$ cat config.mk
export PLATFORM = sky130hd
export DESIGN_NAME = ifetch_unit
export DESIGN_NICKNAME = d
export VERILOG_FILES = /design/src/rtl/ifetch_pkg.sv /design/src/rtl/ifetch_buf.sv /design/src/rtl/ifetch_unit.sv
export SDC_FILE = /design/constraint.sdc
export NUM_CORES = 1
export LEC_CHECK = 0
export CORE_ASPECT_RATIO = 0.8
export CORE_UTILIZATION = 45
export DETAILED_ROUTE_END_ITERATION = 12
export PLACE_DENSITY_LB_ADDON = 0.2
export SYNTH_ARGS = -nofsm -noshare
export SYNTH_HDL_FRONTEND = slang
export SYNTH_SLANG_ARGS = --single-unit
$ cat constraint.sdc
create_clock -name clk -period 3.4 [get_ports clk]
set_input_delay 0.68 -clock clk [delete_from_list [all_inputs] [get_ports clk]]
set_output_delay 0.68 -clock clk [all_outputs]
set_load 0.01 [all_outputs]
$ cat src/rtl/ifetch_pkg.sv
// Shared types and constants for the instruction-fetch front end.
package ifetch_pkg;

   localparam int PC_W    = 8;
   localparam int INSTR_W = 32;

   localparam logic [PC_W-1:0] PC_STEP  = 8'd4;
   localparam logic [PC_W-1:0] RESET_PC = 8'h00;

   typedef enum logic {
      RUN  = 1'b0,
      HALT = 1'b1
   } fetch_state_e;

   typedef struct packed {
      logic [INSTR_W-1:0] data;
      logic [PC_W-1:0]    pc;
      logic               fault;
   } fetch_entry_t;

   function automatic logic [PC_W-1:0] align_word(input logic [PC_W-1:0] addr);
      return addr & ~PC_W'(3);
   endfunction

endpackage

$ cat src/rtl/ifetch_buf.sv
// Synchronous FIFO of fetch entries; flush empties it in one cycle.
module ifetch_buf
   import ifetch_pkg::*;
#(
   parameter int DEPTH = 2,
   localparam int AW = $clog2(DEPTH)
) (
   input  logic         clk,
   input  logic         rst,
   input  logic         flush,
   input  logic         push,
   input  fetch_entry_t push_data,
   input  logic         pop,
   output fetch_entry_t head,
   output logic [AW:0]  count,
   output logic         full,
   output logic         empty
);

   fetch_entry_t  mem_q [DEPTH];
   logic [AW-1:0] wr_ptr_q, wr_ptr_d;
   logic [AW-1:0] rd_ptr_q, rd_ptr_d;
   logic [AW:0]   count_q, count_d;
   logic          do_push, do_pop;

   assign empty = (count_q == '0);
   assign full  = (count_q == (AW+1)'(DEPTH));
   assign count = count_q;
   assign head  = mem_q[rd_ptr_q];

   always_comb begin
      do_pop   = pop && !empty;
      // A push into a full FIFO is legal only when the head leaves in the same cycle.
      do_push  = push && (!full || do_pop);
      wr_ptr_d = wr_ptr_q;
      rd_ptr_d = rd_ptr_q;
      count_d  = count_q;
      if (flush) begin
         wr_ptr_d = '0;
         rd_ptr_d = '0;
         count_d  = '0;
      end else begin
         if (do_push) wr_ptr_d = wr_ptr_q + AW'(1);
         if (do_pop)  rd_ptr_d = rd_ptr_q + AW'(1);
         count_d = count_q + (AW+1)'(do_push) - (AW+1)'(do_pop);
      end
   end

   always_ff @(posedge clk) begin
      if (rst) begin
         wr_ptr_q <= '0;
         rd_ptr_q <= '0;
         count_q  <= '0;
      end else begin
         wr_ptr_q <= wr_ptr_d;
         rd_ptr_q <= rd_ptr_d;
         count_q  <= count_d;
      end
   end

   always_ff @(posedge clk) begin
      if (do_push && !flush) mem_q[wr_ptr_q] <= push_data;
   end

endmodule

$ cat src/rtl/ifetch_unit.sv
// Instruction-fetch front end: PC, credit-limited imem requests, buffered delivery to decode.
// Define IFETCH_BYPASS_EN to forward a response straight to decode when the buffer is idle.
module ifetch_unit
   import ifetch_pkg::*;
#(
   parameter int              BUF_DEPTH = 2,
   parameter logic [PC_W-1:0] RESET_PC  = ifetch_pkg::RESET_PC
) (
   input  logic               clk,
   input  logic               rst,
   output logic               imem_req_valid,
   input  logic               imem_req_ready,
   output logic [PC_W-1:0]    imem_req_addr,
   input  logic               imem_rsp_valid,
   input  logic [INSTR_W-1:0] imem_rsp_data,
   input  logic               imem_rsp_fault,
   input  logic               redirect_valid,
   input  logic [PC_W-1:0]    redirect_pc,
   output logic               instr_valid,
   input  logic               instr_ready,
   output logic [INSTR_W-1:0] instr_data,
   output logic [PC_W-1:0]    instr_pc,
   output logic               instr_fault
);

   localparam int CW = $clog2(BUF_DEPTH) + 1;
   typedef logic [CW-1:0] cnt_t;

   fetch_state_e    state_q, state_d;
   logic [PC_W-1:0] fetch_pc_q, fetch_pc_d;
   logic [PC_W-1:0] rsp_pc_q, rsp_pc_d;
   logic [PC_W-1:0] redirect_tgt;
   cnt_t            outstanding_q, outstanding_d;
   cnt_t            drop_cnt_q, drop_cnt_d;
   cnt_t            buf_count;
   logic [CW:0]     credit_used;
   logic            accept, rsp_keep, bypass;
   logic            buf_push, buf_pop, buf_full, buf_empty;
   fetch_entry_t    rsp_entry, buf_head, out_entry;

   assign redirect_tgt = align_word(redirect_pc);
   assign rsp_entry    = '{data: imem_rsp_data, pc: rsp_pc_q, fault: imem_rsp_fault};

   ifetch_buf #(.DEPTH(BUF_DEPTH)) u_buf (
      .clk       (clk),
      .rst       (rst),
      .flush     (redirect_valid),
      .push      (buf_push),
      .push_data (rsp_entry),
      .pop       (buf_pop),
      .head      (buf_head),
      .count     (buf_count),
      .full      (buf_full),
      .empty     (buf_empty)
   );

   always_comb begin
      rsp_keep = imem_rsp_valid && (drop_cnt_q == '0) && !redirect_valid;
`ifdef IFETCH_BYPASS_EN
      bypass   = rsp_keep && buf_empty && instr_ready;
`else
      bypass   = 1'b0;
`endif
      buf_push = rsp_keep && !bypass;
      buf_pop  = !buf_empty && instr_ready && !redirect_valid;

      // An entry leaving this cycle frees its slot before any new response can land.
      credit_used    = {1'b0, outstanding_q} + {1'b0, buf_count} - (CW+1)'(buf_pop || bypass);
      imem_req_valid = !rst && (state_q == RUN) && !redirect_valid
                       && (credit_used < (CW+1)'(BUF_DEPTH));
      imem_req_addr  = fetch_pc_q;
      accept         = imem_req_valid && imem_req_ready;

      out_entry   = bypass ? rsp_entry : buf_head;
      instr_valid = !buf_empty || bypass;
      instr_pc    = instr_valid ? out_entry.pc : '0;
      instr_fault = instr_valid && out_entry.fault;
      instr_data  = (instr_valid && !out_entry.fault) ? out_entry.data : '0;

      state_d       = state_q;
      fetch_pc_d    = fetch_pc_q;
      rsp_pc_d      = rsp_pc_q;
      outstanding_d = outstanding_q + cnt_t'(accept) - cnt_t'(imem_rsp_valid);
      drop_cnt_d    = drop_cnt_q;
      if (redirect_valid) begin
         state_d    = RUN;
         fetch_pc_d = redirect_tgt;
         rsp_pc_d   = redirect_tgt;
         drop_cnt_d = outstanding_d;
      end else begin
         if (accept) fetch_pc_d = fetch_pc_q + PC_STEP;
         if (rsp_keep) begin
            rsp_pc_d = rsp_pc_q + PC_STEP;
            // Younger fetches behind a faulting one are speculative; discard them.
            if (imem_rsp_fault) begin
               state_d    = HALT;
               drop_cnt_d = outstanding_d;
            end
         end else if (imem_rsp_valid) begin
            drop_cnt_d = drop_cnt_q - cnt_t'(1);
         end
      end
   end

   always_ff @(posedge clk) begin
      if (rst) begin
         state_q       <= RUN;
         fetch_pc_q    <= RESET_PC;
         rsp_pc_q      <= RESET_PC;
         outstanding_q <= '0;
         drop_cnt_q    <= '0;
      end else begin
         state_q       <= state_d;
         fetch_pc_q    <= fetch_pc_d;
         rsp_pc_q      <= rsp_pc_d;
         outstanding_q <= outstanding_d;
         drop_cnt_q    <= drop_cnt_d;
      end
   end

`ifndef SYNTHESIS
   always @(posedge clk) begin
      if (!rst) begin
         assert (!(imem_rsp_valid && outstanding_q == '0));
         assert (!(buf_push && buf_full && !buf_pop));
      end
   end
`endif

endmodule

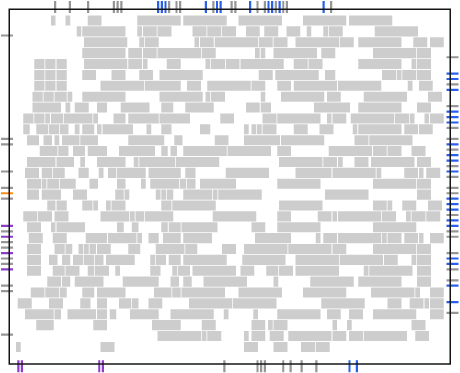
(run_1/io_placement.png)
Drawn at 4 px/um. Pins as bars across the die edge, other pins in gray.
- orange: imem_req_valid (pins 1; direction output; edge left)
- blue: instr_data (pins 32; direction output; edge 19 right, 11 top, 2 bottom)
- purple: redirect_pc (pins 8; direction input; edge 4 bottom, 4 left)
- all pins by edge: 36 right, 29 top, 19 left, 14 bottom
die height: 88.3 um
Buffers on Ports: 91
Die Span X: 110 um

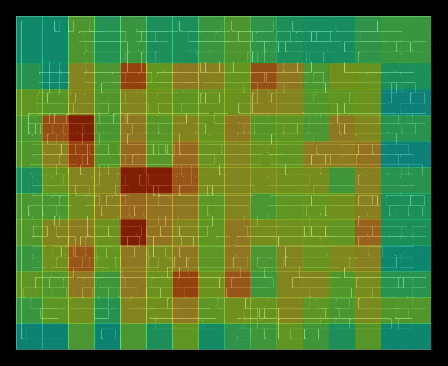
(run_1/congestion.png)
GRT busiest layer: met2
met2 Use GR: 27.7%
met1 Resource Use GR: 23.5%
Finished Core Util: 63.2%
met3 Use GR: 4.05%

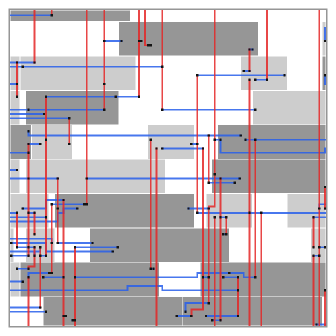
(run_1/detail.png)
Window x 42 to 67, y 14 to 39 um. Cells in gray, sequential cells in the stronger gray; small squares are vias.
- red: metal 2
- blue: metal 1
- sequential cells in the window: 10
- most frequent: edfxtp_1 (9), mux2i_1 (3)
- netlist names of flops here include: u_buf.mem_q (9), rsp_pc_q (1)
- cells with their middle in the window: 21

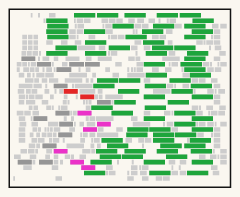
(run_1/flops_by_reg.png)
Drawn at 2 px/um.
- green: u_buf.mem_q (flops 78)
- magenta: rsp_pc_q (flops 6)
- red: outstanding_q (flops 2)
- not colored: 14
register area: 2790 um^2
P_seq: 1.42 mW
flop share of the area: 48.8%

==> metrics.csv, run 1 <==
metric;value;unit
final worst slack;0.134;ns
final count of hold timing violations;0;
vias in the first global route;2574;
final setup violation count;0;
pin count of the biggest net entering global routing;40;
Synth warnings;0;
htree depth;3;
yosys stat area;4190;um^2
Top logic family;multiplexers;
outcome;finished, final reports clean;
Yosys Instances;306;
Post-synth ARST share;0;%
Die Size;9700;um^2
pre-CTS setup slack;-0.606;ns
XOR Share, Synth;2.84;%
measured slew at the worst slew-check pin;0.658;ns
max cap viols;0;
f_max;306;MHz
Registers, synthesis;100;
Synth-to-Final Area Change;36.4;%
ao+oa area frac;4.21;%
ANT cells;0;
unrepaired setup endpoints after global routing;yes;
Synth Seq Share;66.4;%
crit path DAT;3.48;ns
Insertion Delay late pin;0.33;ns
Worst path top cell family by delay;buffers and inverters;
CP max stage cell;ha_1;
CTS sink count;100;
1st-pass router iterations;5;
CTS clk-pin slew, worst paths;0.07;ns
overall routing resource usage;17.4;%
dpl hpwl;5440;um
Final Cycle Share;96.1;%
Simple-Gate Area Share;9.56;%
setup tns final;0;ns
Buf/Inv on CP;17;
Post-Syn Area per Cell;13.7;um^2
area leader, netlist;edfxtp_1;
Design Power;2.78;mW
Rel. slew slack;56.1;%
# rows;31;
library cells used by synthesis;39;
Top cell area share;55.9;%
CP Cell Sequence;clkbuf_2 -> o21ai_2 -> buf_4 -> buf_4 -> buf_4 -> buf_4 -> buf_4 -> buf_4 -> buf_4 -> buf_4 -> buf_4 -> buf_4 -> buf_4 -> buf_4 -> buf_4 -> buf_4 -> buf_4 -> nor2_2 -> ha_1 -> inv_1 -> ha_1 -> xnor2_1 -> xnor2_1 -> nor2_1;
OpenROAD warning count;30;
CP max stage delay;0.23;ns
mapped cell area;4190;um^2
drt initial violations;96;
Routed WL per cell;15.1;um
root cell of the clock tree;clkbuf_16;
Mux area share;10.4;%
total number of vias;2644;
Fin Clk Skew;0.00403;ns
[run 1: Yosys cell counts, drive strengths merged (3+ instances only)]
cell / instances
nor3: 3
nor2b: 3
nand2b: 3
xor2: 6
a21oi: 5
a211oi: 4
o21ai: 5
ha: 9
xnor2: 5
buf: 13
inv: 10
mux2i: 42
a221o: 4
and3: 4
nand2: 5
clkbuf: 5
edfxtp: 78
dfxtp: 22
nor2: 55
and2: 4
[run 1: state kept, by name, indices dropped and copies added (netlist names), named ones only]
register / flops
imem_req_addr: 6
outstanding_q: 2
u_buf.wr_ptr_q: 1
u_buf.mem_q: 78
state_q: 1
u_buf.count: 2
rsp_pc_q: 6
u_buf.rd_ptr_q: 1
drop_cnt_q: 2
[run 1: final cells by class]
class                           instances  area, um^2
Clock buffer                           10         229
Clock inverter                          6        72.6
Fill cell                             713        3320
Inverter                               10        37.5
Multi-Input combinational cell        181        1330
Sequential cell                       100        2790
Tap cell                              115         144
Timing Repair Buffer                  116        1120
[run 1: cells by family (layout without fill, tap and decap cells)]
logic type | Yosys count | in the layout
flops | 100 | 100
simple gates | 87 | 87
mux | 43 | 43
buf+inv | 28 | 142
compound gates | 25 | 25
xor+xnor | 12 | 12
fa+ha+maj | 10 | 10
other cells | 1 | 4
[run 1: report_power, final]
group / internal, mW / switching (mW) / total [mW]
clock: 0.577 / 0.431 / 1.01
combinational: 0.190 / 0.165 / 0.355
sequential: 1.39 / 0.0312 / 1.42
total: 2.15 / 0.627 / 2.78
[run 1: final timing paths]
kind	from	end	slack, ns	cells after the start
worst max-delay path	instr_ready	u_buf.count[1]	0.13	24
worst min-delay path	rsp_pc_q[7]	u_buf.mem_q[1][8]	0.49	0
worst max register to register	u_buf.count[1]	drop_cnt_q[1]	0.21	14
worst min register to register	rsp_pc_q[7]	u_buf.mem_q[1][8]	0.49	0
[run 1: per-stage QoR]
stage | instance area (um^2) | std cells | utilization (%) | hold WS, ns
2_1_floorplan | 4250 | 309 | - | 0.444
3_3_place_gp | 5310 | 508 | 58.8 | 0.460
3_5_place_dp | 5310 | 508 | 58.8 | 0.474
4_1_cts | 5710 | 538 | 63.2 | 0.491
5_1_grt | 5710 | 538 | 63.2 | 0.498
6_report | 5710 | 538 | 63.2 | 0.492
[run 1: layer usage]
metal | up-vias | track usage, % | part of all wire (%) | wire length (um)
met4 | 0 | 6.67 | 1.0 | 83
met1 | 1242 | 23.5 | 47 | 3810
met5 | - | 0 | 0 | 0
li1 | 1318 | - | - | -
met2 | 77 | 27.7 | 47 | 3800
met3 | 7 | 4.05 | 5.5 | 450
[run 1: cell usage in the layout, fill, tap and decap left out, drive strengths merged, types with 4 or more instances in the layout]
master / count
clkdlybuf4s50: 88
inv: 11
conb: 4
xor2: 6
edfxtp: 78
clkbuf: 11
ha: 9
a211oi: 4
o21ai: 5
mux2i: 42
buf: 25
xnor2: 5
a221o: 4
and3: 4
dfxtp: 22
a21oi: 5
nand2: 5
nor2: 55
and2: 4
[run 1: repair_timing]
action	in CTS	in global routing
setup endpoints to repair	4	3
pin swaps	6	2
buffers inserted	14	0
gates resized	3	5
==> run_1/logic_types.png <==
Drawn at 2 px/um.
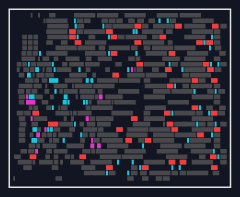

--- run 2 (diff from run 1) ---
--- a/config.mk
+++ b/config.mk
@@ -6,8 +6,10 @@
 export NUM_CORES = 1
 export LEC_CHECK = 0
 export CORE_ASPECT_RATIO = 0.8
+export CORE_MARGIN = 10
 export CORE_UTILIZATION = 45
 export DETAILED_ROUTE_END_ITERATION = 12
+export MAX_ROUTING_LAYER = met4
 export PLACE_DENSITY_LB_ADDON = 0.2
 export SYNTH_ARGS = -nofsm -noshare
 export SYNTH_HDL_FRONTEND = slang
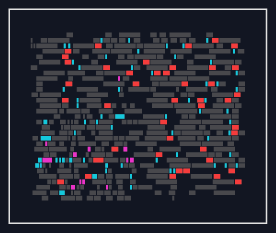
(run_2/logic_types.png)
Drawn at 2 px/um.
- red: mux cells (cells 43)
- cyan: nor cells (cells 64)
- magenta: nand cells (cells 12)
most frequent logic cell in the layout: clkdlybuf4s50_1
post-route insts no fill: 527
Comb area share: 23.8%

==> run 2 against run 1 <==
Cell area down 2.0%. Largest cell class unchanged. Non-clock buffer count down 11. Synthesized cell count did not move. Critical path type unchanged. Critical path depth fell by 9. Sequential cell count unchanged. Count of clock-buffer cells in the layout down 1. Highest routed layer unchanged. Hold slack worse by 0.012 ns. Critical endpoint is now drop_cnt_q[1]. Combinational power fell by 3%.
==> metrics.csv, run 2 <==
metric;value;unit
outcome;finished, final reports clean;
Adder Area Share;3.17;%
area leader, netlist;edfxtp_1;
global route overflow;0;
CTS sink count;100;
dpl hpwl;6570;um
CTS hold repair buffers;0;
layout cells sized above 1;10.2;%
reg-to-reg startpoint;u_buf.count[1];
Largest Register;u_buf.mem_q;
Simple-Gate Area Share;9.56;%
Final Cycle Share;96.0;%
Top logic family;multiplexers;
top post-synthesis cells by count;edfxtp_1 (78), nor2_1 (55), mux2i_1 (42);
Vias/cell;4.98;
Fill cells;729;
max cap viols;0;
Worst Setup SP;instr_ready;
setup tns final;0;ns
Rel. slew slack;55.5;%
HP Start;drop_cnt_q[1];
antenna violations before repair;0;
pin count of the biggest net entering global routing;39;
Synth-to-Final Area Change;33.7;%
Comb pwr share;12.6;%
overall routing resource usage;13.5;%
post-route ant nets;0;
vias in the first global route;2671;
Die Size;13600;um^2
Reg power frac;51.8;%
Insertion Delay late pin;0.34;ns
Buffers on Ports;91;
Routed WL per cell;17.2;um
f_max;306;MHz
Post-synth EDFFs;78;
HP Class;register to register;
Top Layout Cells;clkdlybuf4s50_1 (88), edfxtp_1 (78), nor2_1 (54);
# rows;31;
post-layout min period;3.26;ns
htree depth;3;
1st-pass router iterations;4;
Startpoint Class;input pin;
measured slew at the worst slew-check pin;0.667;ns
yosys stat area;4190;um^2
leakage power;1.93;nW
final count of hold timing violations;0;
Num CTS Buffers;9;
ANT cells;0;
Final Max Tran Viols;0;
OpenROAD warning count;29;
CTS clk-pin slew, worst paths;0.07;ns
Fin Clk Skew;0.00928;ns
top-count cell post-synth;edfxtp_1;
Clk pwr share;35.6;%
Top cell area share;55.9;%
final setup violation count;0;
Post-synth ARST share;0;%
Die Span X;128;um
drt initial violations;130;
Synth Seq Share;66.4;%
max reg flops;78;
commonest register cell after synthesis;edfxtp_1;
ao+oa area frac;4.21;%
XOR Share, Synth;2.84;%
Setup CP Type;input pin to register;
Sw Share;23.9;%
crit path DAT;3.52;ns
Finished Core Util;61.7;%
switching pwr;652;uW
clk buf depth;2;
internal power;2.08;mW
gp weighted congestion;0.795;
Synth warnings;0;
Design Power;2.73;mW
Post-Syn Area per Cell;13.7;um^2
total number of vias;2623;
root cell of the clock tree;clkbuf_16;
synthesized instance count;306;
library cells used by synthesis;39;
mapped cell area;4190;um^2
die height;106;um
Registers, synthesis;100;
Placed Cells incl. Taps;510;
Mux area share;10.4;%
Yosys Instances;306;
run 2: what timing repair did:
action / CTS / global route
setup buffers: 0 / 1
endpoints found under the setup margin: 4 / 3
pin swaps: 2 / 7
resized: 5 / 2
run 2: per-stage QoR:
stage	cell area (um^2)	setup slack [ns]	hold slack, ns
after floorplan	4250	-0.0520	0.444
after global placement	5300	-0.438	0.455
after detailed placement	5300	-0.532	0.473
after CTS	5590	0.0257	0.484
after global routing	5600	-0.00389	0.511
final	5600	0.137	0.480
run 2: final timing paths:
kind	endpoint	slack, ns	cells after the start
max	drop_cnt_q[1]	0.14	15
min	drop_cnt_q[1]	0.48	2
max reg2reg	drop_cnt_q[1]	0.24	14
min reg2reg	drop_cnt_q[1]	0.48	2
run 2: layout make-up:
type                    instances  area, um^2  area share, %
clock inverters                 7        63.8           1.14
inverters                      10        37.5          0.670
flip-flops and latches        100        2780           49.7
well taps                     115         144           2.57
repair buffers                105        1010           18.1
multi-input cells             181        1330           23.8
clock buffers                   9         225           4.02
run 2: cell families (layout without fill, tap and decap cells):
family	after synthesis	in the layout
compound gates	25	25
xor+xnor	12	12
fa+ha+maj	10	10
buf+inv	28	131
flops	100	100
mux	43	43
other cells	1	4
simple gates	87	87
run 2: power by group through the flow:
| stage | Combinational (mW) | Clock, mW | Sequential [mW] |
|---|---|---|---|
| after CTS | 0.347 | 0.998 | 1.42 |
| after global routing | 0.382 | 1.04 | 1.42 |
| after floorplan | 0.200 | 0 | 1.44 |
| after global placement | 0.336 | 0 | 1.44 |
| final | 0.345 | 0.972 | 1.42 |
| after detailed placement | 0.348 | 0 | 1.44 |
run 2: layer usage:
metal	routed length (um)	up-vias	global-route usage, %	share of wire, %
met2	4480	62	21.9	49
met3	446	8	3.62	4.9
met5	0	-	-	0
li1	-	1294	-	-
met1	4050	1259	16.3	45
met4	80	0	3.61	0.88
run 2: critical path, cell delays in order:
cell and delay, ns:
clkdlybuf4s15_1 0.19, o21ai_2 0.08, nor2_2 0.06, ha_1 0.27, nand2b_4 0.14, fa_1 0.50
nand2_1 0.06, or4_4 0.54, ha_4 0.28, inv_2 0.04, ha_4 0.14, xnor3_1 0.20
nor2_1 0.12, nor3_1 0.05, a211oi_1 0.17
Power is estimated from default activity; no workload was simulated.
